`src/rtl/segs_display_arbiter.sv`:
```
// Round-robin owner of the six-digit seven-segment display shared by requesters A and B.
// A minimum hold time applies per owner, and one blanked cycle is inserted on every handover.
module segs_display_arbiter #(
    parameter int HOLD_CYCLES = 1000
) (
    input  logic        Clock,
    input  logic        Reset,
    input  logic        ReqA,
    input  logic [23:0] DataA,
    input  logic [5:0]  EnA,
    input  logic        ReqB,
    input  logic [23:0] DataB,
    input  logic [5:0]  EnB,
    output logic        GrantA,
    output logic        GrantB,
    output logic [23:0] Data,
    output logic [5:0]  DisplayEnables
);

    localparam int CW = $clog2(HOLD_CYCLES + 1);
    localparam logic [CW-1:0] CNT_MAX = CW'(HOLD_CYCLES - 1);

    typedef enum logic [1:0] {
        IDLE   = 2'd0,
        HOLD   = 2'd1,
        SWITCH = 2'd2
    } state_t;

    state_t        state_q;
    logic [CW-1:0] cnt_q;
    logic          last_b_q;
    logic          grant_a_q;
    logic          grant_b_q;
    logic [23:0]   data_q;
    logic [5:0]    en_q;

    logic any_req;
    logic win_b;
    logic own_req;
    logic oth_req;

    // On a tie the requester that did not own the display last time wins.
    assign any_req = ReqA | ReqB;
    assign win_b   = ReqB & (~ReqA | ~last_b_q);
    assign own_req = last_b_q ? ReqB : ReqA;
    assign oth_req = last_b_q ? ReqA : ReqB;

    always_ff @(posedge Clock or posedge Reset) begin
        if (Reset) begin
            state_q   <= IDLE;
            cnt_q     <= '0;
            last_b_q  <= 1'b1;
            grant_a_q <= 1'b0;
            grant_b_q <= 1'b0;
            data_q    <= 24'h0;
            en_q      <= 6'h0;
        end else begin
            case (state_q)
                IDLE, SWITCH: begin
                    if (any_req) begin
                        state_q   <= HOLD;
                        cnt_q     <= '0;
                        last_b_q  <= win_b;
                        grant_a_q <= ~win_b;
                        grant_b_q <= win_b;
                        data_q    <= win_b ? DataB : DataA;
                        en_q      <= win_b ? EnB : EnA;
                    end else begin
                        state_q   <= IDLE;
                        grant_a_q <= 1'b0;
                        grant_b_q <= 1'b0;
                        en_q      <= 6'h0;
                    end
                end
                HOLD: begin
                    if (own_req && (!oth_req || cnt_q != CNT_MAX)) begin
                        data_q <= last_b_q ? DataB : DataA;
                        en_q   <= last_b_q ? EnB : EnA;
                        if (cnt_q != CNT_MAX)
                            cnt_q <= cnt_q + 1'b1;
                    end else begin
                        // Blank for one cycle before anyone else may own the display.
                        state_q   <= oth_req ? SWITCH : IDLE;
                        grant_a_q <= 1'b0;
                        grant_b_q <= 1'b0;
                        en_q      <= 6'h0;
                    end
                end
                default: begin
                    state_q   <= IDLE;
                    grant_a_q <= 1'b0;
                    grant_b_q <= 1'b0;
                    en_q      <= 6'h0;
                end
            endcase
        end
    end

    assign GrantA         = grant_a_q;
    assign GrantB         = grant_b_q;
    assign Data           = data_q;
    assign DisplayEnables = en_q;

endmodule

```
`config.mk`:
```
export PLATFORM = sky130hd
export DESIGN_NAME = segs_display_arbiter
export DESIGN_NICKNAME = d
export VERILOG_FILES = /design/src/rtl/segs_display_arbiter.sv
export SDC_FILE = /design/constraint.sdc
export NUM_CORES = 1
export LEC_CHECK = 0
export ABC_AREA = 0
export CAP_MARGIN = 20
export CORE_MARGIN = 1
export CORE_UTILIZATION = 30
export DETAILED_ROUTE_END_ITERATION = 10
export MAX_ROUTING_LAYER = met4
export PLACE_DENSITY = 0.64
export RECOVER_POWER = 100
export SLEW_MARGIN = 10
export SYNTH_ARGS = -nofsm -noshare
export SYNTH_HDL_FRONTEND = slang
export SYNTH_SLANG_ARGS = --single-unit
```
`constraint.sdc`:
```
create_clock -name Clock -period 4.7 [get_ports Clock]
set_input_delay 0.94 -clock Clock [delete_from_list [all_inputs] [get_ports Clock]]
set_output_delay 0.94 -clock Clock [all_outputs]
set_load 0.05 [all_outputs]
```
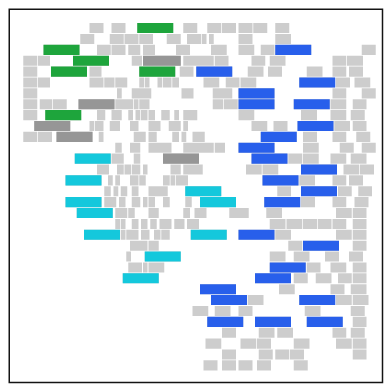
Figure 1: run 1, sequential cells grouped by signal name.
Scale: 4 px per um. Other sequential cells in the stronger grey, the rest of the logic in the fainter grey.
- blue: Data (placed flops 24)
- cyan: cnt_q (placed flops 10)
- green: DisplayEnables (placed flops 6; where top left)

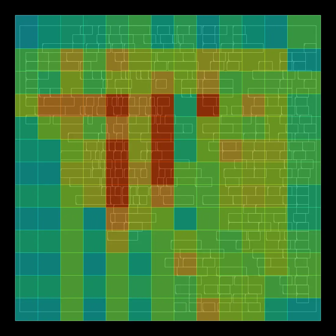
Figure 2: run 1, routing congestion.
global routing usage on met1: 0.181
global route hottest layer: met2

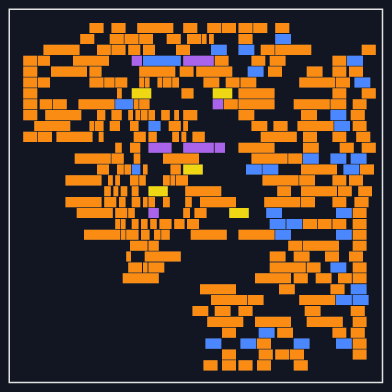
Figure 3: run 1, cells by drive strength.
Scale: 4 px per um.
- yellow: drive 6 and up (cells 5; share 1.7%)
- blue: drive 2 (cells 33; share 11%)
- purple: drive 3 to 4 (cells 7; share 2.4%)
- orange: drive 1 or less (cells 248; share 85%)

==> README.md, run 1 <==
| Item | Reported |
|---|---|
| Outcome | finished with violations |
| Violated checks | max-capacitance violations, max-slew violations |
| Worst hold-check slack | 0.484 ns |
| DP Wirelength | 3890 um |
| Setup skew after layout | 0.00707 ns |
| Summed instance area of the synthesized netlist | 0.00248 sq mm |
| Worst EP arrival | 3.29 ns |
| Met2 track utilization from global routing | 0.201 |
| Post-synthesis share of cell area spent on xor and xnor gates | 0 |
| Clock input transition at the sequential cells of the worst setup and hold paths | 0.08 ns |
| Synth Area per Inst | 12.5 sq um |
| Net count after synthesis | 263 |
| Capture point of the critical path | Data[15] |
| Required time of the worst setup path | 4.88 ns |
| Buffer-and-inverter tally for the worst setup path | 2 |
| Clock root buffer master | clkbuf_8 |
| Port Buf Inserts | 95 |
| Max-cap violation count | 1 |
| First-pass GRT wire length | 9030 um |
| Maximum fanout along the worst path | 25 |
| Setup repair bufs after CTS | 0 |
| Number of cells in the design after placement | 386 |
| Floorplan utilization | 0.316 |
| Count of nets after finishing | 357 |
| Met1 wire length | 2560 um |
| Relative slew slack | -0.0221 |
| Number of iterations in the first detailed-routing pass | 4 |
| Final-report max-slew violation count | 30 |
| Register-to-register setup slack | 1.79 ns |
| EDFF count, synth | 0 |
| Die Wd | 92.9 um |
| Total CTS buffers | 5 |
| Fraction of registers with async set or reset after synthesis | 1.00 |
| Final-report hold violation count | 0 |
| Total DRC errors in the routed layout | 0 |
| Final count of negative-setup-slack endpoints | 0 |
| Cells resized by post-CTS repair | 0 |
| Dominant flop cell | dfrtp_1 |
| Arithmetic-cell share of the synthesized area counting full adders, half adders and majority gates | 0.00505 |
| YS warnings | 0 |
| Critical Path End Type | register |
| Max stage delay on crit path | 0.70 ns |
| Static leakage | 1.40 nW |
| Main kind of combinational logic by area | multiplexers |
| Number of clock sinks | 45 |
| Drt first-iter violations | 33 |
| Fraction of synthesized area in multiplexers | 0.255 |
| Ratio of cells with drive above 1 in the final layout | 0.154 |
| Max layer used | met4 |
| Final GP Congestion | 0.844 |
| Post-placement cell area | 0.00349 sq mm |
| PwrDens | 666 mW/mm^2 |
| Site row count | 32 |
| Depth of the worst register-to-register path | 5 |
| Maximum vdd ir drop | 0.240 mV |
| Ratio of routed vias to standard cells | 4.81 |
| Seq/Total Area, Yosys | 0.455 |
| Vias in the first global route | 1902 |
==> run 1: how the worst min path moves through the flow <==
stage	to	from	slack [ns]
floorplan	cnt_q[9]	cnt_q[9]	0.50
global placement	Data[10]	Data[10]	0.49
detailed placement	Data[0]	Data[0]	0.49
CTS	Data[9]	Data[9]	0.52
global route	Data[0]	Data[0]	0.51
finish	Data[18]	Data[18]	0.48
==> run 1: area by class of cell <==
class	instances	area, sq um
Clock buffer	5	68.8
Clock inverter	3	22.5
Fill cell	778	4370
Inverter	6	22.5
Multi-Input combinational cell	137	1150
Sequential cell	45	1130
Tap cell	102	128
Timing Repair Buffer	97	962
==> run 1: stage by stage <==
step	power, mW	setup slack (ns)
after floorplan	1.88	2.39
after global placement	2.28	1.37
after detailed placement	2.30	1.30
after CTS	2.55	1.64
after global routing	2.46	1.19
final	2.32	1.59
==> run 1: Yosys cell counts (3+ instances only) <==
cell type | n | area (sq um)
nor3_1 | 7 | 35.0
mux2_2 | 29 | 327
o21ai_0 | 6 | 30.0
o22a_1 | 8 | 70.1
nand2_1 | 17 | 63.8
nand3_1 | 6 | 30.0
inv_1 | 6 | 22.5
a21oi_1 | 4 | 20.0
buf_2 | 3 | 15.0
buf_6 | 4 | 45.0
dfrtp_1 | 44 | 1100
a22o_1 | 6 | 52.6
mux2_4 | 19 | 285
==> run 1: report_power, final <==
part	internal [mW]	switching, mW	leakage, nW	total [mW]
Sequential	0.558	0.113	0.552	0.672
Combinational	0.545	0.862	0.807	1.41
Clock	0.104	0.136	0.0364	0.240
==> run 1: cell families after synthesis <==
group / Yosys count
flops: 45
buf+inv: 16
compound gates: 40
simple gates: 46
mux: 50
fa+ha+maj: 1
==> run 1 -> run 2 <==
Clock period 4.7 ns to 2.87 ns, I/O delays scaled along.
==> README.md, run 2 <==
| Item | Reported |
|---|---|
| Outcome | finished, final reports clean |
| Register-to-register setup slack | 0.56 ns |
| Worst EP arrival | 2.52 ns |
| Antenna-violating nets left | 0 |
| Startpoint of the worst-slack reg-to-reg timing path | cnt_q[0] |
| Yosys cell count | 198 |
| Placeable core region | 0.00785 sq mm |
| Number of clock sinks | 45 |
| Die Span Y | 92.9 um |
| ANT cells | 0 |
| Worst min-delay path startpoint | Data[5] |
| Maximum vdd ir drop | 0.411 mV |
| First-pass GRT wire length | 9320 um |
| Critical Path End Type | register |
| Kind of start point of the critical path | input pin |
| Proportion of netlist area held by the largest area contributor | 0.444 |
| Final global-route overflow total | 0 |
| Number of cells in the design after placement | 392 |
| Clock root buffer master | clkbuf_8 |
| Chip area line of the yosys report | 0.00248 sq mm |
| Setup skew after layout | 0.00803 ns |
| Tally of filler cells in the layout | 766 |
| Number of iterations in the first detailed-routing pass | 4 |
| Cell count after synthesis | 198 |
| Floorplan utilization | 0.316 |
| End of the worst register-to-register path | DisplayEnables[1] |
| Maximum fanout along the worst path | 25 |
| Total number of vias | 1946 |
| Max-cap violation count | 0 |
| Setup repair bufs after CTS | 0 |
| Summed instance area of the synthesized netlist | 0.00248 sq mm |
| Site row count | 32 |
| Unrepaired setup endpoints after global routing | no |
| Post-placement cell area | 0.00356 sq mm |
| Fraction of registers with async set or reset after synthesis | 1.00 |
| Vias in the first global route | 1969 |
| YS warnings | 0 |
| Relative slew slack | 0.309 |
| EDFF count, synth | 0 |
| Cells resized by post-CTS repair | 0 |
| Hold EP | Data[5] |
| Dominant flop cell | dfrtp_1 |
| Yosys reg bits | 45 |
| Area leader, netlist | dfrtp_1 |
| Final-report hold violation count | 0 |
| Biggest area cells | dfrtp_1 44%, mux2_2 13%, mux2_4 12% |
| DP Wirelength | 3930 um |
| Static leakage | 1.42 nW |
| Depth of the worst register-to-register path | 6 |
| Die Wd | 92.9 um |
| Seq/Total Area, Yosys | 0.455 |
| Final-report max-slew violation count | 0 |
| Number of warnings the tools reported | 26 |
| Net count after synthesis | 263 |
| Most instantiated library cell after synthesis | dfrtp_1 |
| PwrDens | 1100 mW/mm^2 |
| Required time of the worst setup path | 3.05 ns |
| Most instantiated cells after synthesis | 44 x dfrtp_1, 29 x mux2_2, 19 x mux2_4 |
| Final GP Congestion | 0.805 |
| Drt first-iter violations | 59 |
| Ratio of routed vias to standard cells | 4.87 |
| Total CTS buffers | 5 |
| Final count of negative-setup-slack endpoints | 0 |
| Port Buf Inserts | 95 |
| Worst hold-check slack | 0.481 ns |
| Clock input transition at the sequential cells of the worst setup and hold paths | 0.08 ns |
| Ratio of cells with drive above 1 in the final layout | 0.151 |
| CTS tree | built |
| Post-Layout Cell Count | 400 |
| Area occupied by multi-input gates | 0.00114 sq mm |
| Synth Area per Inst | 12.5 sq um |
| Count of nets after finishing | 362 |
| Max FFs per register | 24 |
| Total DRC errors in the routed layout | 0 |
[run 2: how the worst max path moves through the flow]
stage | start | endpoint | slack, ns
2_1_floorplan | ReqB | Data[0] | 0.93
3_3_place_gp | ReqB | Data[7] | 0.34
3_5_place_dp | ReqB | Data[10] | 0.30
4_1_cts | ReqB | Data[10] | 0.63
5_1_grt | cnt_q[0] | DisplayEnables[1] | 0.43
6_report | ReqB | Data[10] | 0.53
[run 2: area by class of cell]
| type | instances | area share |
|---|---|---|
| clock buffer | 7 | 0.0217 |
| clock inverter | 1 | 0.00214 |
| inverter | 6 | 0.00641 |
| multi-input combinational | 137 | 0.323 |
| sequential | 45 | 0.321 |
| tap | 102 | 0.0363 |
| timing repair buffer | 102 | 0.289 |
[run 2: cell families (layout without fill, tap and decap cells)]
group	after synthesis	after routing	share of synthesized area
muxes	50	50	0.255
and+or+nand+nor	46	46	0.108
DFF	45	45	0.455
AOI/OAI and AO/OA	40	40	0.137
buffers and inverters	16	116	0.0409
adders and majority gates	1	1	0.00504
[run 2: where the power goes]
group | total, mW | internal [mW] | switching [mW]
Combinational | 2.38 | 0.958 | 1.42
Clock | 0.381 | 0.172 | 0.209
Sequential | 1.09 | 0.915 | 0.177
Total | 3.85 | 2.05 | 1.81
[run 2: worst max-delay path: stages]
cell	delay (ns)
dlygate4sd3_1	0.73
mux2i_1	0.16
o22a_1	0.22
a31oi_1	0.26
buf_12	0.23
mux2_2	0.35
[run 2: stage by stage]
stage | total power [mW] | worst slack (ns)
after floorplan | 3.09 | 0.930
after global placement | 3.82 | 0.343
after detailed placement | 3.84 | 0.300
after CTS | 4.25 | 0.631
after global routing | 4.09 | 0.431
final | 3.85 | 0.534
[run 2: layer usage]
metal  GRT usage  wire length (um)
met1       0.181              2500
met3      0.0369               381
met2       0.203              2420
met5           -                 0
met4      0.0538                68
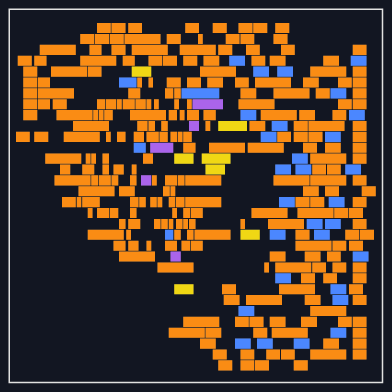
Figure 4: run 2, cells by drive strength.
Scale: 4 px per um.
- orange: drive 1 or less (cells 253; share 85%)
- blue: drive 2 (cells 33; share 11%)
- yellow: drive 6 and up (cells 7; share 2.3%)
- purple: drive 3 to 4 (cells 5; share 1.7%)

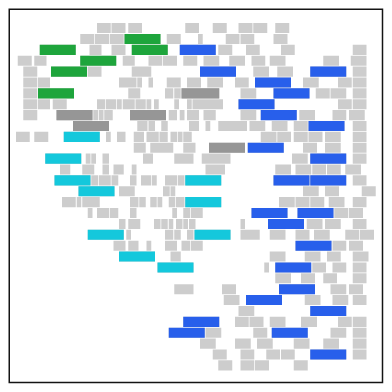
Figure 5: run 2, sequential cells grouped by signal name.
Scale: 4 px per um. Other sequential cells in the stronger grey, the rest of the logic in the fainter grey.
Final Util: 0.448
sequential standard cell area: 0.00113 sq mm
Power Sequential: 1.09 mW
sequential share of cell area: 0.321

==> run 2 -> run 3 <==
Clock period 2.87 ns to 2.38 ns, I/O delays scaled along.
==> README.md, run 3 <==
| Item | Reported |
|---|---|
| Outcome | finished, final reports clean |
| Summed instance area of the synthesized netlist | 0.00248 sq mm |
| Worst EP arrival | 2.31 ns |
| Max-cap violation count | 0 |
| PwrDens | 1330 mW/mm^2 |
| Yosys cell count | 198 |
| Static leakage | 1.44 nW |
| Final-report hold violation count | 0 |
| Final Util | 0.454 |
| Die Wd | 92.9 um |
| Count of nets after finishing | 366 |
| CTS tree | built |
| Setup skew after layout | 0.00848 ns |
| Number of clock sinks | 45 |
| Cell count after synthesis | 198 |
| Met1 wire length | 2540 um |
| Most instantiated library cell after synthesis | dfrtp_1 |
| Final global-route overflow total | 0 |
| Area leader, netlist | dfrtp_1 |
| Proportion of netlist area held by the largest area contributor | 0.444 |
| Placeable core region | 0.00785 sq mm |
| Biggest area cells | dfrtp_1 44%, mux2_2 13%, mux2_4 12% |
| Met2 Routed Length | 2550 um |
| Cells resized by post-CTS repair | 0 |
| Most instantiated cells after synthesis | 44 x dfrtp_1, 29 x mux2_2, 19 x mux2_4 |
| Kind of start point of the critical path | input pin |
| Family with the most delay on the worst path | buffers and inverters |
| Power, Total | 4.72 mW |
| M3 GR Usage | 0.0353 |
| Met2 track utilization from global routing | 0.221 |
| Relative slew slack | 0.375 |
| Chip area line of the yosys report | 0.00248 sq mm |
| Net count after synthesis | 263 |
| Total number of vias | 1928 |
| Clock root buffer master | clkbuf_8 |
| Total CTS buffers | 5 |
| Port Buf Inserts | 95 |
| Ratio of cells with drive above 1 in the final layout | 0.175 |
| Fraction of registers with async set or reset after synthesis | 1.00 |
| Number of warnings the tools reported | 26 |
| Ratio of routed vias to standard cells | 4.77 |
| Die Span Y | 92.9 um |
| Required time of the worst setup path | 2.56 ns |
| Vias in the first global route | 1993 |
| Clock input transition at the sequential cells of the worst setup and hold paths | 0.08 ns |
| Unrepaired setup endpoints after global routing | no |
| Final count of negative-setup-slack endpoints | 0 |
| Yosys reg bits | 45 |
| Site row count | 32 |
| Buffer-and-inverter tally for the worst setup path | 3 |
| Maximum fanout along the worst path | 10 |
| Seq/Total Area, Yosys | 0.455 |
| Most frequent CP cell | clkbuf_1 |
| Maximum vdd ir drop | 0.569 mV |
[run 3: cell counts after synthesis]
Identical to the previous run, type by type.
[run 3: per-stage QoR]
stage,instance area [sq um],instances
CTS,3680,404
floorplan,2480,198
finish,3560,404
detailed placement,3600,396
global placement,3600,396
global route,3560,404
[run 3: logic make-up after synthesis]
group / count (synthesis) / synth area share
and+or+nand+nor: 46 / 0.108
DFF: 45 / 0.455
buffers and inverters: 16 / 0.0409
AOI/OAI and AO/OA: 40 / 0.137
muxes: 50 / 0.255
adders and majority gates: 1 / 0.00504
[run 3: cell type report]
| class | count | area [sq um] |
|---|---|---|
| inverters | 6 | 22.5 |
| well taps | 102 | 128 |
| clock inverters | 1 | 7.51 |
| multi-input cells | 137 | 1160 |
| flip-flops and latches | 45 | 1130 |
| repair buffers | 106 | 1050 |
| fillers | 775 | 4280 |
| clock buffers | 7 | 76.3 |
[run 3: path summary, 6_finish.rpt]
path / start / endpoint / slack (ns) / cells after the start
min reg2reg: Data[12] / Data[12] / 0.49 / 1
min in group asynchronous: Reset / DisplayEnables[1] / 0.82 / 2
max reg2reg: state_q[0] / Data[0] / 0.25 / 5
max in group asynchronous: Reset / Data[13] / 0.49 / 3
max: ReqB / cnt_q[5] / 0.25 / 7
min: Data[12] / Data[12] / 0.49 / 1
[run 3: report_power, final]
part / internal, mW / total, mW / switching (mW) / leakage [nW]
Clock: 0.208 / 0.464 / 0.256 / 0.0385
Sequential: 1.10 / 1.33 / 0.229 / 0.552
Combinational: 1.19 / 2.93 / 1.73 / 0.845
Total: 2.50 / 4.72 / 2.22 / 1.44
[run 3: worst reg2reg max path: cells and delay by family, from the launching register on]
family                 cells  cell delay, ns
AND/OR/NAND/NOR            1            0.24
AND-OR/OR-AND              1            0.26
flip-flops                 1            0.65
buffers and inverters      1            0.20
multiplexers               2            0.67
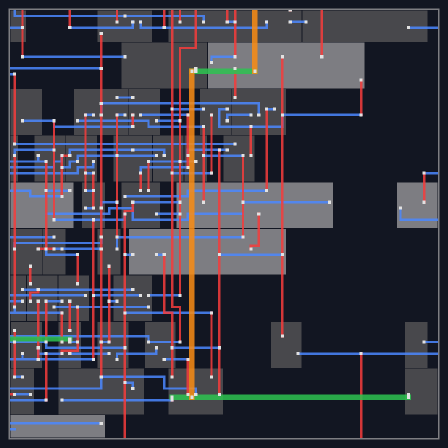
Figure 6: run 3, a small window of the routed layout.
Window x 34 to 59, y 34 to 59 um. Cells in grey, sequential cells in the stronger grey; small squares are vias.
- green: met3
- orange: met4
- blue: met1
- red: met2
- most frequent: nor3_1 (6), nand2_1 (5)
- cells with their middle in the window: 37
- netlist names of flops here include: cnt_q (4)
- sequential cells in the window: 4

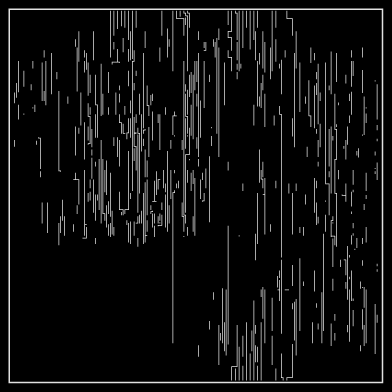
Figure 7: run 3, met2 routing.
Scale: 4 px per um.
- main direction: vertical
- share of all routed wire: 46%
- nets with wire on the layer: 317
- longest straight run: 38.4 um
- wire length on this layer: 2560 um

Power is estimated from default activity; no workload was simulated.
